===== config.mk =====
export PLATFORM = sky130hd
export DESIGN_NAME = keys_debounce
export DESIGN_NICKNAME = d
export VERILOG_FILES = /design/src/rtl/keys_pkg.sv /design/src/rtl/keys_debounce_cell.sv /design/src/rtl/keys_debounce.sv
export SDC_FILE = /design/constraint.sdc
export NUM_CORES = 1
export LEC_CHECK = 0
export CAP_MARGIN = 20
export CORE_ASPECT_RATIO = 1.5
export CORE_UTILIZATION = 43
export DETAILED_ROUTE_END_ITERATION = 10
export PLACE_DENSITY = 0.68
export SETUP_SLACK_MARGIN = 0.05
export SLEW_MARGIN = 0
export SYNTH_ARGS = -nofsm -noshare
export SYNTH_HDL_FRONTEND = slang
export SYNTH_SLANG_ARGS = --single-unit

===== constraint.sdc =====
create_clock -name clk_g_i -period 5.3 [get_ports clk_g_i]
set_input_delay 0.795 -clock clk_g_i [delete_from_list [all_inputs] [get_ports clk_g_i]]
set_output_delay 0.795 -clock clk_g_i [all_outputs]
set_load 0.02 [all_outputs]

===== src/rtl/keys_pkg.sv =====
// keys_pkg: constants shared by keys_debounce and spi_keys.
package keys_pkg;
    localparam int NUM_KEYS_DEFAULT = 61;
    localparam int CLK_HZ           = 12_000_000;
    localparam int TICK_DIV_DEFAULT = 12000;
    localparam int DB_COUNT_DEFAULT = 5;
endpackage


===== src/rtl/keys_debounce_cell.sv =====
// keys_debounce_cell: one key's 2-flop synchronizer, debounce counter and state bit.
module keys_debounce_cell
    import keys_pkg::*;
#(
    parameter int DB_COUNT = DB_COUNT_DEFAULT
) (
    input  logic i_clk,
    input  logic i_rst,
    input  logic i_tick,
    input  logic i_raw,
    output logic o_state,
    output logic o_flip
);
    localparam int CW = $clog2(DB_COUNT + 1);
    logic          r_s1;
    logic          r_s2;
    logic          r_state;
    logic [CW-1:0] r_cnt;
    logic          w_diff;
    logic          w_done;
    assign w_diff  = r_s2 != r_state;
    assign w_done  = r_cnt == CW'(DB_COUNT - 1);
    // o_flip is combinational so the top can register the strobe on the same edge as the state.
    assign o_flip  = i_tick & w_diff & w_done;
    assign o_state = r_state;
    always_ff @(posedge i_clk) begin
        if (i_rst) begin
            r_s1    <= 1'b0;
            r_s2    <= 1'b0;
            r_cnt   <= '0;
            r_state <= 1'b0;
        end else begin
            r_s1 <= i_raw;
            r_s2 <= r_s1;
            if (i_tick) begin
                r_cnt <= (w_diff && !w_done) ? r_cnt + 1'b1 : '0;
                if (o_flip) r_state <= r_s2;
            end
        end
    end
endmodule


===== src/rtl/keys_debounce.sv =====
// keys_debounce: per-key synchronize + debounce with shared prescaler tick and change strobe.
// KEYS_DEBOUNCE_ACTIVE_LOW_EN inverts raw inputs for pulled-up (low = pressed) switches.
module keys_debounce
    import keys_pkg::*;
#(
    parameter int NUM_KEYS = NUM_KEYS_DEFAULT,
    parameter int TICK_DIV = TICK_DIV_DEFAULT,
    parameter int DB_COUNT = DB_COUNT_DEFAULT
) (
    input  logic                clk_g_i,
    input  logic                rst_g_i,
    input  logic [NUM_KEYS-1:0] keys_raw_i_g,
    output logic [NUM_KEYS-1:0] keys_o_g,
    output logic                keys_chg_o_g
);
    localparam int DW = $clog2(TICK_DIV);
    logic [DW-1:0]       r_div;
    logic                r_chg;
    logic                w_tick;
    logic [NUM_KEYS-1:0] w_raw;
    logic [NUM_KEYS-1:0] w_flip;
`ifdef KEYS_DEBOUNCE_ACTIVE_LOW_EN
    assign w_raw = ~keys_raw_i_g;
`else
    assign w_raw = keys_raw_i_g;
`endif
    assign w_tick       = r_div == DW'(TICK_DIV - 1);
    assign keys_chg_o_g = r_chg;
    always_ff @(posedge clk_g_i) begin
        if (rst_g_i) begin
            r_div <= '0;
            r_chg <= 1'b0;
        end else begin
            r_div <= w_tick ? '0 : r_div + 1'b1;
            r_chg <= |w_flip;
        end
    end
    for (genvar i = 0; i < NUM_KEYS; i++) begin : g_key
        keys_debounce_cell #(.DB_COUNT(DB_COUNT)) u_cell (
            .i_clk  (clk_g_i),
            .i_rst  (rst_g_i),
            .i_tick (w_tick),
            .i_raw  (w_raw[i]),
            .o_state(keys_o_g[i]),
            .o_flip (w_flip[i])
        );
    end
endmodule


==> impl_metrics.csv, run 1 <==
group,metric,value,unit
die,core,38800,sq um
worst_setup_path,crit_buf_inv,2,
final_timing,tightest_slew,1.05,ns
synth,ys_types,36,
worst_setup_path,setup.worst_path.end_class,"flip-flop",
synth,yosys-top-cells-area,"dfxtp_1 (45%), ha_1 (9.0%), nor2b_1 (6.7%)",
synth,syn_area,17000,sq um
global_routing,antenna_found_initial,0,
final_timing,slew_violations,0,
finish,logic_area,8120,sq um
clock_network,cts_sinks,381,
synth,yosysChipArea,17000,sq um
worst_setup_path,r2r_setup_slack,2.41,ns
min_path,hp-class,"flip-flop to flip-flop",
clock_network,numCtsBuffers,39,
status,outcome,"finished, final reports clean",
final_timing,maxSlewHeadroom,30.3,%
worst_setup_path,crit_type,"flip-flop to flip-flop",
pwr,vdd_drop_max,0.220,mV
final_timing,grt_setup_unrepaired,"false",
placement,placed_area,18200,sq um
synth,synthArstFlopShare,0,%
flow_run,maxCapViolCount,0,
synth,top_cell,"dfxtp_1",
synth,top_area_cell,"dfxtp_1",
finish,drive_gt1_share,6.00,%
die,tap_cells,495,
worst_setup_path,worst_path_largest_cell_delay,0.52,ns
pwr,p_seq,2.93,mW
worst_setup_path,critPathLaunch,"r_div[0]$_SDFF_PP0_",
Run 1, track usage over the die:
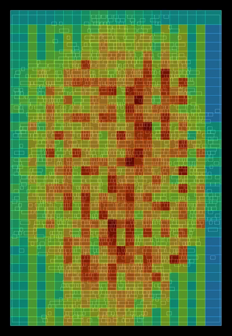
met2 Use GR: 35.4%
Final Core Density: 50.3%
GRT Total Usage: 19.3%
GR Layer Usage met1: 21.1%
Avg WL per Cell: 16.1 um

Run 1, M1 wires:
Bar = 50 um.
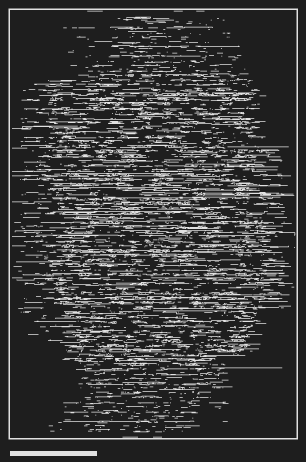
wire length on this layer: 15400 um
longest straight run: 61.2 um
main direction: horizontal
DRT Wirelength: 38600 um
vias: 12700

Run 1, routed metal per tile:
Bar = 50 um. The die is cut into 16 by 25 equal tiles; black is low, pale yellow is high, scaled to the fullest tile. Values are wire area over tile area, all layers added.
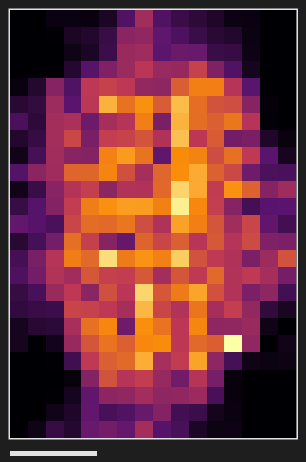
nearly empty tiles: 14%
densest ninth of the die: middle
fullest tile: 0.43
tiles over half the peak: 32%

Run 1, the metal 2 layer:
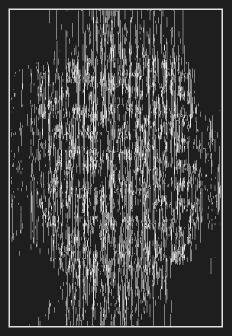

--- run 2 (diff from run 1) ---
==> constraint.sdc (replaced) <==
create_clock -name clk_g_i -period 2.79 [get_ports clk_g_i]
set_input_delay 0.4185 -clock clk_g_i [delete_from_list [all_inputs] [get_ports clk_g_i]]
set_output_delay 0.4185 -clock clk_g_i [all_outputs]
set_load 0.02 [all_outputs]
Run 2, the metal 2 layer:
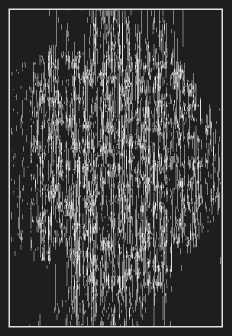
nets with wire on the layer: 1768
wire length on this layer: 20000 um
met2 Use GR: 36.2%
vias: 12700
DRT Wirelength: 38800 um

Run 2, routed metal per tile:
Bar = 50 um. The die is cut into 16 by 25 equal tiles; black is low, pale yellow is high, scaled to the fullest tile. Values are wire area over tile area, all layers added.
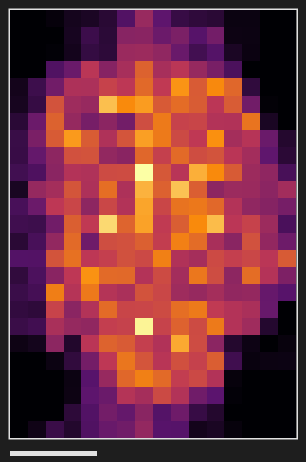
densest ninth of the die: middle
nearly empty tiles: 14%
fullest tile: 0.42
GRT Total Usage: 19.6%
Avg WL per Cell: 16.1 um

==> impl_metrics.csv, run 2 <==
group,metric,value,unit
synth,synthArstFlopShare,0,%
final_timing,slew_violations,0,
die,tap_cells,495,
clock_network,numCtsBuffers,39,
worst_setup_path,critPathLaunch,"r_div[0]$_SDFF_PP0_",
synth,ys_types,36,
clock_network,cts_sinks,381,
finish,logic_area,8120,sq um
worst_setup_path,crit_buf_inv,1,
min_path,hp-class,"primary input to flip-flop",
pwr,p_seq,5.57,mW
status,outcome,"finished, final reports clean",
worst_setup_path,setup.worst_path.end_class,"flip-flop",
global_routing,antenna_found_initial,0,
synth,top_area_cell,"dfxtp_1",
worst_setup_path,r2r_setup_slack,0.41,ns
flow_run,maxCapViolCount,0,
finish,drive_gt1_share,6.73,%
worst_setup_path,crit_type,"flip-flop to flip-flop",
final_timing,tightest_slew,0.632,ns
placement,placed_area,18400,sq um
die,core,38800,sq um
final_timing,maxSlewHeadroom,57.5,%
Power and IR drop assume default switching activity.
